===== src/rtl/hmm_forward_ctrl_pkg.sv =====
// rtl/hmm_forward_ctrl_pkg.sv - shared HMM sizes, types and fixed-point multiply
package hmm_forward_ctrl_pkg;

  localparam int HIDDEN_STATES = 2;
  localparam int OBS_SYMBOLS   = 2;
  localparam int DATA_PREC     = 16;
  localparam int FRAC_BITS     = 15;

  // one spare code so an out-of-range symbol is representable on the stream
  localparam int OBS_BITS = $clog2(OBS_SYMBOLS + 1);

  typedef enum logic [2:0] {
    HMM_IDLE = 3'd0,
    HMM_INIT = 3'd1,
    HMM_STEP = 3'd2,
    HMM_SUM  = 3'd3,
    HMM_DONE = 3'd4
  } hmm_fwd_state_t;

  typedef logic [HIDDEN_STATES-1:0][DATA_PREC-1:0] alpha_vec_t;
  typedef logic [HIDDEN_STATES-1:0][HIDDEN_STATES-1:0][DATA_PREC-1:0] trans_mat_t;
  typedef logic [HIDDEN_STATES-1:0][OBS_SYMBOLS-1:0][DATA_PREC-1:0] emit_mat_t;

  function automatic logic [DATA_PREC-1:0] multiply(input logic [DATA_PREC-1:0] a,
                                                    input logic [DATA_PREC-1:0] b);
    logic [2*DATA_PREC-1:0] p;
    p = {{DATA_PREC{1'b0}}, a} * {{DATA_PREC{1'b0}}, b};
    return DATA_PREC'(p >> FRAC_BITS);
  endfunction

endpackage


===== src/rtl/hmm_forward_ctrl_if.sv =====
// rtl/hmm_forward_ctrl_if.sv - observation stream between source and forward controller
interface hmm_forward_ctrl_if;
  import hmm_forward_ctrl_pkg::*;

  logic                obs_valid;
  logic [OBS_BITS-1:0] obs_data;
  logic                obs_last;
  logic                obs_ready;

  modport master (output obs_valid, output obs_data, output obs_last, input obs_ready);
  modport slave  (input obs_valid, input obs_data, input obs_last, output obs_ready);

endinterface


===== src/rtl/hmm_forward_ctrl_vec_mat_mult.sv =====
// rtl/hmm_forward_ctrl_vec_mat_mult.sv - row vector times matrix, wrap-around accumulation
module vec_mat_mult
  import hmm_forward_ctrl_pkg::*;
(
  input  alpha_vec_t vec,
  input  trans_mat_t mat,
  output alpha_vec_t prod
);

  logic [DATA_PREC-1:0] acc;

  always_comb begin
    prod = '0;
    acc  = '0;
    for (int j = 0; j < HIDDEN_STATES; j++) begin
      acc = '0;
      for (int i = 0; i < HIDDEN_STATES; i++) begin
        acc = acc + multiply(vec[i], mat[i][j]);
      end
      prod[j] = acc;
    end
  end

endmodule


===== src/rtl/hmm_forward_ctrl.sv =====
// rtl/hmm_forward_ctrl.sv - HMM forward-pass sequencer; HMM_FWD_LIKELIHOOD_EN adds the SUM state
module hmm_forward_ctrl
  import hmm_forward_ctrl_pkg::*;
#(
  parameter int T_BITS = 16
) (
  input  logic                 clk,
  input  logic                 rst,
  input  logic                 start,
  input  alpha_vec_t           pi,
  input  trans_mat_t           trans,
  input  emit_mat_t            emit,
  hmm_forward_ctrl_if.slave    obs,
  output alpha_vec_t           alpha,
  output logic [T_BITS-1:0]    t_count,
  output logic                 busy,
  output logic                 done,
  output logic                 sym_err,
  output logic [DATA_PREC-1:0] likelihood
);

  localparam logic [2:0] ST_IDLE = HMM_IDLE;
  localparam logic [2:0] ST_INIT = HMM_INIT;
  localparam logic [2:0] ST_STEP = HMM_STEP;
  localparam logic [2:0] ST_SUM  = HMM_SUM;
  localparam logic [2:0] ST_DONE = HMM_DONE;
`ifdef HMM_FWD_LIKELIHOOD_EN
  localparam logic [2:0] ST_FINAL = ST_SUM;
`else
  localparam logic [2:0] ST_FINAL = ST_DONE;
`endif
  localparam int SYM_IDX_BITS = (OBS_SYMBOLS > 1) ? $clog2(OBS_SYMBOLS) : 1;

  logic [2:0]              state;
  alpha_vec_t              mixed, ecol, init_alpha, step_alpha;
  logic                    sym_ok, hs;
  logic [SYM_IDX_BITS-1:0] sym_idx;

  assign obs.obs_ready = (state == ST_INIT) || (state == ST_STEP);
  assign busy          = obs.obs_ready || (state == ST_SUM);
  assign done          = (state == ST_DONE);
  assign hs            = obs.obs_valid && obs.obs_ready;
  assign sym_ok        = obs.obs_data < OBS_BITS'(OBS_SYMBOLS);
  assign sym_idx       = obs.obs_data[SYM_IDX_BITS-1:0];

  vec_mat_mult u_vec_mat_mult (
    .vec  (alpha),
    .mat  (trans),
    .prod (mixed)
  );

  // an out-of-range symbol selects an all-zero emission column
  always_comb begin
    ecol       = '0;
    init_alpha = '0;
    step_alpha = '0;
    for (int i = 0; i < HIDDEN_STATES; i++) begin
      if (sym_ok) ecol[i] = emit[i][sym_idx];
      init_alpha[i] = multiply(pi[i], ecol[i]);
      step_alpha[i] = multiply(mixed[i], ecol[i]);
    end
  end

  always_ff @(posedge clk or posedge rst) begin
    if (rst) begin
      state   <= ST_IDLE;
      alpha   <= '0;
      t_count <= '0;
      sym_err <= 1'b0;
    end else begin
      case (state)
        ST_IDLE: if (start) begin
          state   <= ST_INIT;
          t_count <= '0;
          sym_err <= 1'b0;
        end
        ST_INIT: if (hs) begin
          alpha   <= init_alpha;
          t_count <= T_BITS'(1);
          if (!sym_ok) sym_err <= 1'b1;
          state   <= obs.obs_last ? ST_FINAL : ST_STEP;
        end
        ST_STEP: if (hs) begin
          alpha <= step_alpha;
          if (t_count != '1) t_count <= t_count + T_BITS'(1);
          if (!sym_ok) sym_err <= 1'b1;
          if (obs.obs_last) state <= ST_FINAL;
        end
        ST_SUM:  state <= ST_DONE;
        ST_DONE: state <= ST_IDLE;
        default: state <= ST_IDLE;
      endcase
    end
  end

`ifdef HMM_FWD_LIKELIHOOD_EN
  logic [DATA_PREC-1:0] alpha_sum;

  always_comb begin
    alpha_sum = '0;
    for (int i = 0; i < HIDDEN_STATES; i++) alpha_sum = alpha_sum + alpha[i];
  end

  always_ff @(posedge clk or posedge rst) begin
    if (rst)                  likelihood <= '0;
    else if (state == ST_SUM) likelihood <= alpha_sum;
  end
`else
  assign likelihood = '0;
`endif

endmodule


===== src/flat_wrapper.sv =====
// flat-port wrapper written by rule: the top's interface ports become plain ports
module hmm_forward_ctrl_flat import hmm_forward_ctrl_pkg::*;
#(
  parameter int T_BITS = 16
)
  (clk, rst, start, pi, trans, emit, alpha, t_count, busy, done, sym_err, likelihood, obs_obs_valid, obs_obs_data, obs_obs_last, obs_obs_ready);
  hmm_forward_ctrl_if obs_i ();
  input  logic clk;
  input  logic rst;
  input  logic start;
  input  alpha_vec_t pi;
  input  trans_mat_t trans;
  input  emit_mat_t emit;
  output alpha_vec_t alpha;
  output logic [T_BITS-1:0] t_count;
  output logic busy;
  output logic done;
  output logic sym_err;
  output logic [DATA_PREC-1:0] likelihood;
  input wire logic [$bits(obs_i.obs_valid)-1:0] obs_obs_valid;
  input wire logic [$bits(obs_i.obs_data)-1:0] obs_obs_data;
  input wire logic [$bits(obs_i.obs_last)-1:0] obs_obs_last;
  output wire logic [$bits(obs_i.obs_ready)-1:0] obs_obs_ready;
  assign obs_i.obs_valid = obs_obs_valid;
  assign obs_i.obs_data = obs_obs_data;
  assign obs_i.obs_last = obs_obs_last;
  assign obs_obs_ready = obs_i.obs_ready;
  hmm_forward_ctrl #(.T_BITS(T_BITS)) u_core (.clk(clk), .rst(rst), .start(start), .pi(pi), .trans(trans), .emit(emit), .obs(obs_i), .alpha(alpha), .t_count(t_count), .busy(busy), .done(done), .sym_err(sym_err), .likelihood(likelihood));
endmodule

===== config.mk =====
export PLATFORM = sky130hd
export DESIGN_NAME = hmm_forward_ctrl_flat
export DESIGN_NICKNAME = d
export VERILOG_FILES = /design/src/rtl/hmm_forward_ctrl_pkg.sv /design/src/rtl/hmm_forward_ctrl_if.sv /design/src/rtl/hmm_forward_ctrl_vec_mat_mult.sv /design/src/rtl/hmm_forward_ctrl.sv /design/src/flat_wrapper.sv
export SDC_FILE = /design/constraint.sdc
export NUM_CORES = 2
export LEC_CHECK = 0
export CAP_MARGIN = 20
export CORE_MARGIN = 2
export CORE_UTILIZATION = 45
export DETAILED_ROUTE_END_ITERATION = 16
export GPL_ROUTABILITY_DRIVEN = 1
export GPL_TIMING_DRIVEN = 0
export PLACE_DENSITY = 0.63
export REMOVE_ABC_BUFFERS = 1
export SYNTH_ARGS = -nofsm -noshare
export SYNTH_HDL_FRONTEND = slang
export SYNTH_SLANG_ARGS = --single-unit

===== constraint.sdc =====
create_clock -name clk -period 12.9 [get_ports clk]
set_clock_uncertainty 0.15 [all_clocks]
set_input_delay 1.935 -clock clk [delete_from_list [all_inputs] [get_ports clk]]
set_output_delay 1.935 -clock clk [all_outputs]
set_load 0.01 [all_outputs]

==> notes.md <==
Implementation results are summarized by area below.

Clocking
The buffer cell driving the clock tree root is sky130_fd_sc_hd__clkbuf_16. The number of gates resized after CTS was 812. For reference, the clock transition at the flip-flops on the worst setup and hold paths is 90 ps.

Detailed routing
The met2 routed wirelength is 95.1 mm. The DRC violations left is 0.

Yosys
The largest combinational cell category by area is adder cells. The cell-mix breakdown from Yosys lists the simple-gate area share as 17.2%. The post-synthesis register bit count is 52. Of the post-synthesis cell area, the part taken by muxes is 0.522%.

The leading register cell type out of synthesis is sky130_fd_sc_hd__dfrtp_1. Counting flops with a built-in enable in the synthesized netlist gives 0. Yosys reports a chip area of 0.0671 sq mm. The adder and majority gate portion of the synthesized area is 60.9%. Sequential cells were found to cover 1.94% of the synthesized design area. Counting distinct cell types in the post-synthesis netlist gives 70. The share of flip-flops with an asynchronous set or reset is 100%.

Global routing
The number of antenna violations at the first check in global routing is 17. The via count of the first global-routing pass is 56,717.

Placed design
The worst setup timing slack at the placement stage is -5050 ps. The wire-length estimate of the detail-placed layout is 144 mm.

Timing
Per the finish-stage timing summary, setup violations number 32. The number of max-slew violations in the final report is 0. The worst setup slack after layout is -1780 ps.

Status
The final reports fail on negative setup slack. The run finished, with violations left.

Finish
The number of nets in the layout is 10,424.

Flow run
The number of violations of the max-capacitance limit is 0.

Die
The initial core utilization is 45.4%.

Critical path
The maximum single-stage delay on the critical path is 530 ps. Among the stages of the critical path, the cell type that occurs most often is sky130_fd_sc_hd__fa_1. The kind of start point of the critical path is an input port.
-- critical path, delay by kind of cell --
kind / cells / cell delay, ps
fa+ha+maj: 15 / 6680
compound gates: 20 / 3340
simple gates: 9 / 1570
buf+inv: 10 / 740
xor+xnor: 2 / 350
mux: 1 / 140
-- per-layer routing --
metal	up-vias	track usage, %
met1	26920	32.1
li1	23116	-
met4	20	8.19
met5	-	0
met2	1639	45.1
met3	358	3.56
-- sequential cells by signal, indices dropped and copies added (netlist names) --
| register | cells |
|---|---|
| u_core.t_count | 16 |
| u_core.sym_err | 1 |
| u_core.alpha | 32 |
| u_core.state | 3 |
-- layout make-up --
type / instances / area, sq um
Clock buffer: 5 / 125
Inverter: 1853 / 6960
Tap cell: 1930 / 2410
Multi-Input combinational cell: 5532 / 60500
Clock inverter: 3 / 27.5
Sequential cell: 52 / 1330
Timing Repair Buffer: 468 / 5130
Antenna cell: 4 / 10.0
Fill cell: 13520 / 71400
-- synth_stat cells, drive strengths merged (2+ instances only) --
cell type	instances
a2111oi	9
a211o	6
a211oi	11
a21boi	2
a21o	79
a21oi	134
a221oi	6
a22oi	5
a31o	4
a31oi	26
a32oi	2
a41oi	2
and2	699
and3	14
and4	7
buf	29
clkbuf	312
dfrtp	52
fa	1538
ha	807
inv	1853
mux2i	35
nand2	1268
nand2b	23
nand3	44
nand3b	4
nand4	24
nor2	267
nor2b	14
nor3	68
nor3b	3
nor4	2
o2111ai	3
o211ai	11
o21a	36
o21ai	89
o21bai	16
o31ai	6
o41ai	3
or2	24
or3	16
or4b	2
xnor2	137
xor2	57
-- per-stage QoR --
stage	TNS (ps)
detailed placement	-138350
finish	-47680
floorplan	-45700
CTS	-39960
global route	-60240
global placement	-149750
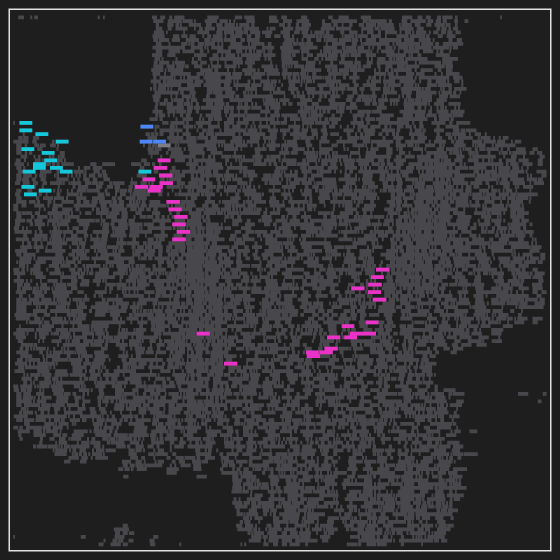
*Where the registers sit*
`u_core.t_count` -> cyan  # sequential cells 16
`u_core.state` -> blue  # sequential cells 3
`u_core.alpha` -> magenta  # sequential cells 32, where center
Layout Utilization: 51.7%
Reg area: 0.00133 sq mm
sequential share of cell area: 1.74%

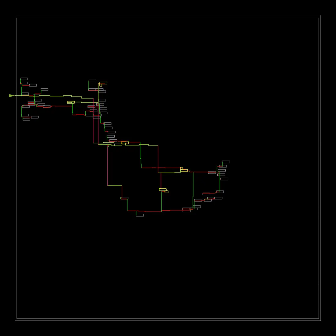
*The clock network*
CTS buffer count: 5
number of flip-flops and latches: 52
clock sinks: 52

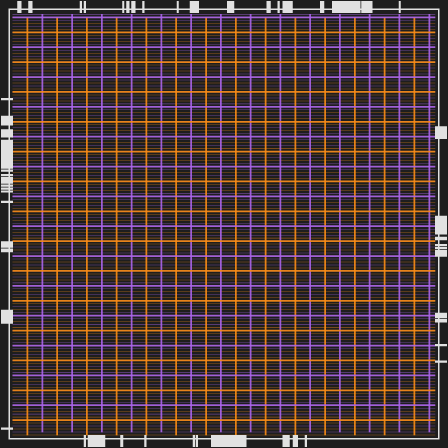
*Floorplan with the power grid*
Pins as bars on the die edge.
VDD -> purple
VSS -> orange
rows = 141
signal pins = 235

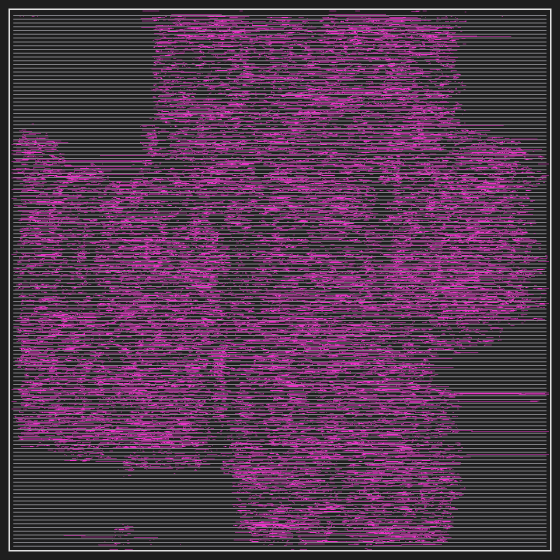
*The metal 1 layer*
Supply wires on this layer in gray.
share of all routed wire = 40%
wire length on this layer = 76.6 mm
longest straight run = 81.0 um
main direction = horizontal

